$ cat src/rtl/cory_sram_ro_pipe_if.sv
`default_nettype none
// ============================================================================
// Module   : cory_sram_ro_pipe_if
// Purpose  : Request, SRAM and return-data bundle for cory_sram_ro_pipe.
//            The slave modport is the pipe's own view of the signals.
//            The master modport is the view of whatever surrounds it.
// Revision : 1.0 - initial release
// ============================================================================
interface cory_sram_ro_pipe_if #(
  parameter int C = 2,
  parameter int A = 8,
  parameter int D = 8
);
  logic [C-1:0] i_s_cen;
  logic [A-1:0] i_s_addr;
  logic         o_s_r;
  logic [C-1:0] o_z_cen;
  logic [C-1:0] o_z_oen;
  logic [A-1:0] o_z_addr;
  logic [D-1:0] i_z_rdata;
  logic         i_z_r;
  logic         o_d_v;
  logic [D-1:0] o_d_d;
  logic         i_d_r;

  modport slave (
    input  i_s_cen, i_s_addr, i_z_rdata, i_z_r, i_d_r,
    output o_s_r, o_z_cen, o_z_oen, o_z_addr, o_d_v, o_d_d
  );

  modport master (
    output i_s_cen, i_s_addr, i_z_rdata, i_z_r, i_d_r,
    input  o_s_r, o_z_cen, o_z_oen, o_z_addr, o_d_v, o_d_d
  );
endinterface
`default_nettype wire

$ cat src/rtl/cory_sram_ro_pipe.sv
`default_nettype none
// ============================================================================
// Module   : cory_sram_ro_pipe
// Purpose  : Read-only SRAM front end.
//            It issues requests to a fixed-latency SRAM and carries
//            valid/cen through an L-stage pipe to drive the output enables.
//            Returned words are queued in a Q-entry FIFO.
//            Credits (inflight + occupancy < Q) guarantee the FIFO never
//            overflows.
// Options  : CORY_SRAM_RO_PIPE_STAT_EN - enables the saturating stall counter
//            on o_stall_cnt (tied to zero otherwise).
//            SIM - enables a simulation-only overflow trap.
// Revision : 1.0 - initial release
// ============================================================================
module cory_sram_ro_pipe #(
  parameter int C = 2,
  parameter int A = 8,
  parameter int D = 8,
  parameter int L = 1,
  parameter int Q = 4
) (
  input  wire                   clk,
  input  wire                   reset,
  cory_sram_ro_pipe_if.slave    bus,
  output logic [15:0]           o_stall_cnt
);

  // Counter width must hold L+Q; pointer width covers Q entries.
  localparam int c_cnt_w = $clog2(L + Q + 1);
  localparam int c_ptr_w = $clog2(Q);

  logic                 w_s_v;
  logic                 w_accept;
  logic                 w_push;
  logic                 w_pop;
  logic [c_cnt_w-1:0]   w_sum;

  logic [L-1:0]         r_pv;
  logic [C-1:0]         r_pcen [L];
  logic [c_cnt_w-1:0]   r_inflight;
  logic [c_cnt_w-1:0]   r_occ;
  logic [D-1:0]         r_mem [Q];
  logic [c_ptr_w-1:0]   r_wp;
  logic [c_ptr_w-1:0]   r_rp;

  // Request handshake: credits come from registered counts only, so a pop
  // frees its slot one cycle later.
  assign w_s_v        = ~(&bus.i_s_cen);
  assign w_sum        = r_inflight + r_occ;
  assign bus.o_s_r    = ~reset & w_s_v & bus.i_z_r & (w_sum < c_cnt_w'(Q));
  assign w_accept     = bus.o_s_r;
  assign bus.o_z_cen  = bus.o_s_r ? bus.i_s_cen : {C{1'b1}};
  assign bus.o_z_addr = bus.i_s_addr;

  // The last pipe stage marks the cycle the SRAM drives its data.
  assign bus.o_z_oen  = (~reset & r_pv[L-1]) ? r_pcen[L-1] : {C{1'b1}};
  assign w_push       = ~reset & r_pv[L-1];

  // Return side: head of the FIFO is presented directly.
  assign bus.o_d_v    = ~reset & (r_occ != '0);
  assign bus.o_d_d    = r_mem[r_rp];
  assign w_pop        = bus.o_d_v & bus.i_d_r;

  // Valid shift pipe; reset drops anything in flight.
  always_ff @(posedge clk) begin
    if (reset) begin
      r_pv <= '0;
    end else begin
      r_pv[0] <= w_accept;
      for (int k = 1; k < L; k++) r_pv[k] <= r_pv[k-1];
    end
  end

  // Chip-enable shift pipe, qualified by r_pv so it needs no reset.
  always_ff @(posedge clk) begin
    r_pcen[0] <= bus.i_s_cen;
    for (int k = 1; k < L; k++) r_pcen[k] <= r_pcen[k-1];
  end

  // Inflight and occupancy bookkeeping.
  always_ff @(posedge clk) begin
    if (reset) begin
      r_inflight <= '0;
      r_occ      <= '0;
    end else begin
      r_inflight <= r_inflight + c_cnt_w'(w_accept) - c_cnt_w'(r_pv[L-1]);
      r_occ      <= r_occ + c_cnt_w'(w_push) - c_cnt_w'(w_pop);
    end
  end

  // FIFO pointers with wrap at Q (Q need not be a power of two).
  always_ff @(posedge clk) begin
    if (reset) begin
      r_wp <= '0;
      r_rp <= '0;
    end else begin
      if (w_push) r_wp <= (r_wp == c_ptr_w'(Q - 1)) ? '0 : r_wp + 1'b1;
      if (w_pop)  r_rp <= (r_rp == c_ptr_w'(Q - 1)) ? '0 : r_rp + 1'b1;
    end
  end

  // FIFO storage captures the SRAM word in the cycle its oen is active.
  always_ff @(posedge clk) begin
    if (w_push) r_mem[r_wp] <= bus.i_z_rdata;
  end

`ifdef SIM
  // Overflow trap: the credit scheme should make this unreachable.
  always_ff @(posedge clk) begin
    if (w_push && (r_occ == c_cnt_w'(Q))) begin
      $display("ERROR: cory_sram_ro_pipe push into full FIFO");
      $finish;
    end
  end
`endif

`ifdef CORY_SRAM_RO_PIPE_STAT_EN
  logic [15:0] r_stall_cnt;

  // Count cycles where a request is presented but not accepted; saturates.
  always_ff @(posedge clk) begin
    if (reset) begin
      r_stall_cnt <= '0;
    end else if (w_s_v && !bus.o_s_r && (r_stall_cnt != 16'hFFFF)) begin
      r_stall_cnt <= r_stall_cnt + 16'd1;
    end
  end

  assign o_stall_cnt = r_stall_cnt;
`else
  assign o_stall_cnt = 16'd0;
`endif

endmodule
`default_nettype wire

$ cat src/flat_wrapper.sv
// flat-port wrapper written by rule: the top's interface ports become plain ports
module cory_sram_ro_pipe_flat 
#(
  parameter int C = 2,
  parameter int A = 8,
  parameter int D = 8,
  parameter int L = 1,
  parameter int Q = 4
)
  (clk, reset, o_stall_cnt, bus_i_s_cen, bus_i_s_addr, bus_i_z_rdata, bus_i_z_r, bus_i_d_r, bus_o_s_r, bus_o_z_cen, bus_o_z_oen, bus_o_z_addr, bus_o_d_v, bus_o_d_d);
  cory_sram_ro_pipe_if #(.C(C), .A(A), .D(D)) bus_i ();
  input  wire clk;
  input  wire reset;
  output logic [15:0] o_stall_cnt;
  input wire logic [$bits(bus_i.i_s_cen)-1:0] bus_i_s_cen;
  input wire logic [$bits(bus_i.i_s_addr)-1:0] bus_i_s_addr;
  input wire logic [$bits(bus_i.i_z_rdata)-1:0] bus_i_z_rdata;
  input wire logic [$bits(bus_i.i_z_r)-1:0] bus_i_z_r;
  input wire logic [$bits(bus_i.i_d_r)-1:0] bus_i_d_r;
  output wire logic [$bits(bus_i.o_s_r)-1:0] bus_o_s_r;
  output wire logic [$bits(bus_i.o_z_cen)-1:0] bus_o_z_cen;
  output wire logic [$bits(bus_i.o_z_oen)-1:0] bus_o_z_oen;
  output wire logic [$bits(bus_i.o_z_addr)-1:0] bus_o_z_addr;
  output wire logic [$bits(bus_i.o_d_v)-1:0] bus_o_d_v;
  output wire logic [$bits(bus_i.o_d_d)-1:0] bus_o_d_d;
  assign bus_i.i_s_cen = bus_i_s_cen;
  assign bus_i.i_s_addr = bus_i_s_addr;
  assign bus_i.i_z_rdata = bus_i_z_rdata;
  assign bus_i.i_z_r = bus_i_z_r;
  assign bus_i.i_d_r = bus_i_d_r;
  assign bus_o_s_r = bus_i.o_s_r;
  assign bus_o_z_cen = bus_i.o_z_cen;
  assign bus_o_z_oen = bus_i.o_z_oen;
  assign bus_o_z_addr = bus_i.o_z_addr;
  assign bus_o_d_v = bus_i.o_d_v;
  assign bus_o_d_d = bus_i.o_d_d;
  cory_sram_ro_pipe #(.C(C), .A(A), .D(D), .L(L), .Q(Q)) u_core (.clk(clk), .reset(reset), .bus(bus_i), .o_stall_cnt(o_stall_cnt));
endmodule
$ cat config.mk
export PLATFORM = sky130hd
export DESIGN_NAME = cory_sram_ro_pipe_flat
export DESIGN_NICKNAME = d
export VERILOG_FILES = /design/src/rtl/cory_sram_ro_pipe_if.sv /design/src/rtl/cory_sram_ro_pipe.sv /design/src/flat_wrapper.sv
export SDC_FILE = /design/constraint.sdc
export NUM_CORES = 1
export LEC_CHECK = 0
export CAP_MARGIN = 0
export CORE_MARGIN = 5
export CORE_UTILIZATION = 47
export DETAILED_ROUTE_END_ITERATION = 16
export PLACE_DENSITY = 0.79
export SYNTH_ARGS = -nofsm -noshare
export SYNTH_HDL_FRONTEND = slang
export SYNTH_SLANG_ARGS = --single-unit
$ cat constraint.sdc
create_clock -name clk -period 2.85 [get_ports clk]
set_input_delay 0.57 -clock clk [delete_from_list [all_inputs] [get_ports clk]]
set_output_delay 0.57 -clock clk [all_outputs]
set_load 0.01 [all_outputs]
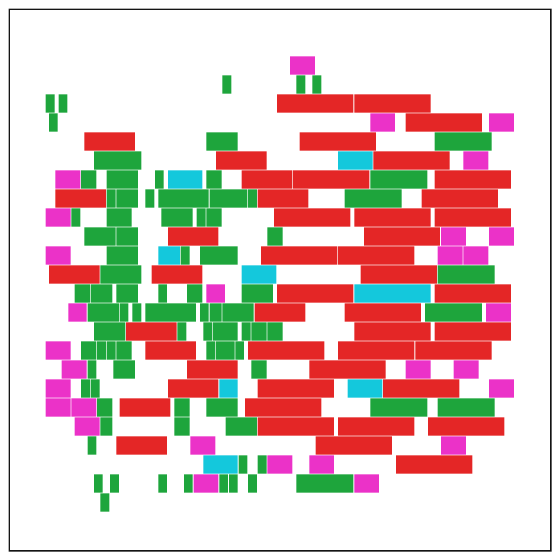
**Above:** cells coloured by class.
Magenta is remaining buffers and delay cells, cells 29, share of their area 12%. Green is remaining logic cells, cells 87, share of their area 31%. Cyan is clock drivers and dummy loads, cells 8, share of their area 4.8%. Red is registers, cells 47, share of their area 53%.

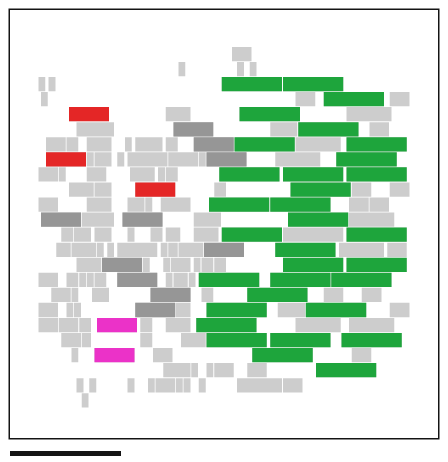
**Above:** register map, names as in the netlist.
Scale bar: 20 um. Other sequential cells in the stronger grey, the rest of the logic in the fainter grey.
Red is `u_core.r_occ`, sequential cells 3. Magenta is `u_core.r_pcen`, sequential cells 2. Green is `u_core.r_mem`, sequential cells 32.
Another 10 sequential cells are not coloured.
Sequential Area: 1260 um^2
flop share of the area: 51.2%
Core Util, Final: 56.1%

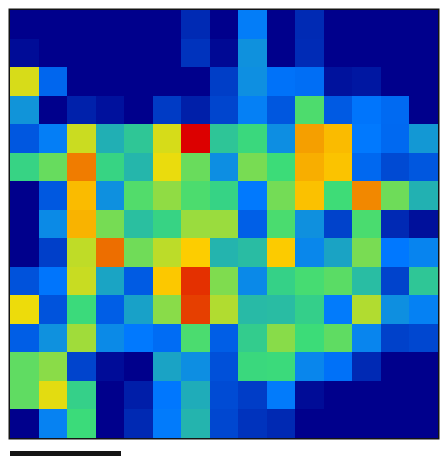
**Above:** wiring heat map.
Scale bar: 20 um. The die is cut into 15 by 15 equal tiles; dark blue is low, red is high, scaled to the fullest tile. Values are wire area over tile area, all layers added.
25% of the tiles are over half the peak. The densest ninth of the die: centre. The emptiest ninth of the die: north-west. 23% of the tiles are nearly empty. The fullest tile reaches 0.30. The mean over all tiles is 0.090.
Wirelength per Cell: 15.1 um
final wirelength: 3.36 mm
gr usage total: 12.0%

==> results.py <==
# Flow results
metrics = {
    "clock_network": {
        "numCtsBuffers": 5,
        "clk_pin_slew_ps": 80,
        "cts_setup_buffers": 0,
        "clkSinkCount": 47,
        "cts-root-buf": "clkbuf_8",
        "cts-resized-gates": 0,
        "hold_buffers": 0,
    },
    "critical_path": {
        "cpLargestDelayFamily": "buffers and inverters",
        "cp_slowest_cell": "clkdlybuf4s50_1",
        "worstSetupPathDepth": 5,
        "crit_type": "flip-flop to output pin",
        "reg2reg_to": "u_core.r_inflight[2]",
        "cp_max_fo": 5,
        "crit_end": "bus_o_s_r",
        "startpoint": "u_core.r_occ[1]",
        "cp_data_required_time_ps": 2280,
        "reg2reg_from": "u_core.r_occ[1]",
        "cp.arrival_ps": 2140,
        "cpPeakStageDelay_ps": 540,
        "r2r_cells": 11,
        "setup.worst_path.end_class": "output pin",
        "r2r_slack_ps": 240,
        "critPathBufInv": 1,
    },
    "pwr": {
        "total_power_mw": 1.83,
        "power.switching_mw": 0.496,
        "maxPowerGroup": "sequential cells",
        "switching_share_pct": 27.0,
        "p_clk_mw": 0.491,
        "powerDensity_nw_per_um2": 745,
        "combinationalPowerShare_pct": 25.9,
        "seq_power_mw": 0.869,
        "pg_comb_mw": 0.474,
        "power_leakage_nw": 0.909,
        "intPower_mw": 1.34,
    },
    "final_layout": {
        "nets": 204,
        "logic_area_um2": 701,
        "final_cell_mix": "32 x edfxtp_1, 27 x clkdlybuf4s50_1, 16 x conb_1",
        "num-multi-input-gates": 78,
        "flops": 47,
        "inverters": 9,
        "buf_share_pct": 11.6,
        "sh_comb_area_pct": 28.5,
        "signal_buffers": 29,
        "stdcell_area_um2": 2460,
        "antennaDiodeCount": 0,
        "reg_top3": "u_core.r_mem x32, u_core.r_inflight x3, u_core.r_occ x3",
        "largest_reg_flops": 32,
        "regMostFlops": "u_core.r_mem",
        "final_layout_top_logic_cell": "edfxtp_1",
        "layout-drive-gt1-share_pct": 14.0,
    },
    "worst_hold_path": {
        "holdPathEnd": "u_core.r_wp[1]",
        "hold_class": "flip-flop to flip-flop",
    },
    "synth": {
        "mux_area_share_pct": 10.3,
        "ys_area_um2": 2130,
        "ys_warn_count": 0,
        "flop_cell": "edfxtp_1",
        "yosysTopAreaCellShare_pct": 45.1,
        "ys_types": 26,
        "netlist_area_um2": 2130,
        "simple_gate_area_share_pct": 8.11,
        "yosys.area.top_type": "edfxtp_1",
        "aoi_share_pct": 0.764,
        "synth_seq_share_pct": 59.2,
        "synth_adder_area_share_pct": 7.76,
        "top_logic_kind": "buffers and inverters",
        "synth_area_per_cell_um2": 14.6,
        "async_flop_share_pct": 0,
        "synth_cells": 146,
        "ys_cells": 146,
        "top_cell": "edfxtp_1",
    },
    "drt": {
        "drc": 0,
        "wl_met1_mm": 1.28,
        "wl_met2_mm": 1.79,
        "topRoutingLayerUsed": "met4",
        "first_iter_violations": 53,
        "antenna_left": 0,
        "drtPass1Iterations": 4,
        "vias_per_cell": 4.88,
    },
    "final_timing": {
        "min_period_over_period_pct": 95.1,
        "worstMarginPinSlew_ps": 524,
        "period_minus_slack_ps": 2710,
        "rsz0062_at_grt": "no",
        "holdWs_ps": 562,
        "setup_viol": 0,
        "slew_headroom_pct": 65.0,
        "skew_ps": 6.11,
    },
    "job": {
        "maxCapViolCount": 0,
        "log.warning_count": 29,
    },
    "floorplanning": {
        "num_io_pins": 60,
        "die_w_um": 77.3,
        "rows": 24,
        "chipArea_um2": 5980,
        "nWellTaps": 52,
        "die_y_um": 77.3,
    },
    "global_routing": {
        "grt_max_degree": 17,
        "grt_pass1_wl_mm": 5.66,
        "first_global_vias": 1152,
    },
    "status": {
        "status": "finished, final reports clean",
    },
    "placed_design": {
        "hpwl_mm": 2.48,
        "dp_cells": 215,
        "dp_slack_ps": -4.12,
        "globalplace.congestion": 0.731,
    },
}
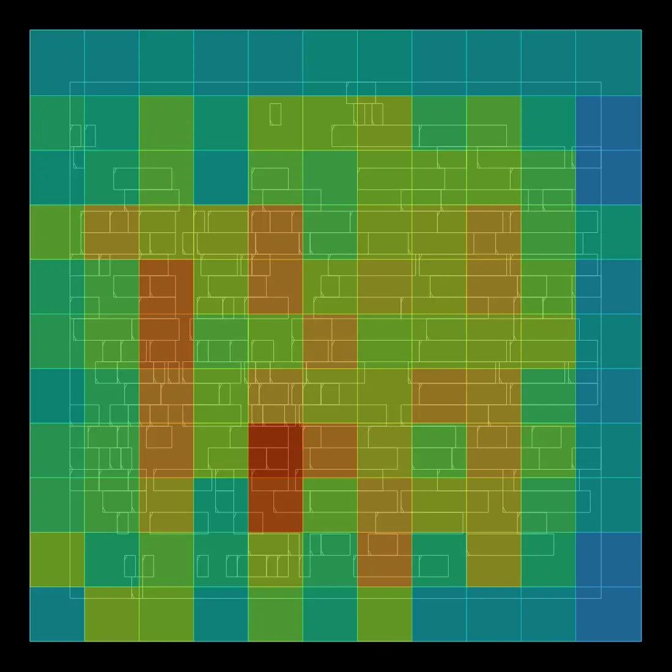
**Above:** routing congestion.
GRT met1 Usage: 12.8%
met2 Use GR: 21.5%
Most Used Layer, Global Route: met2
grt met3 use: 4.45%

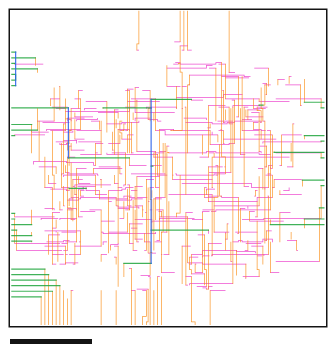
**Above:** routed metal, one colour a layer.
Scale bar: 20 um.
Green is M3, wire length 228 um. Magenta is M1, wire length 1280 um. Orange is M2, wire length 1790 um. Blue is M4, wire length 60.5 um.
Vias: 1088

Power and IR drop assume default switching activity.
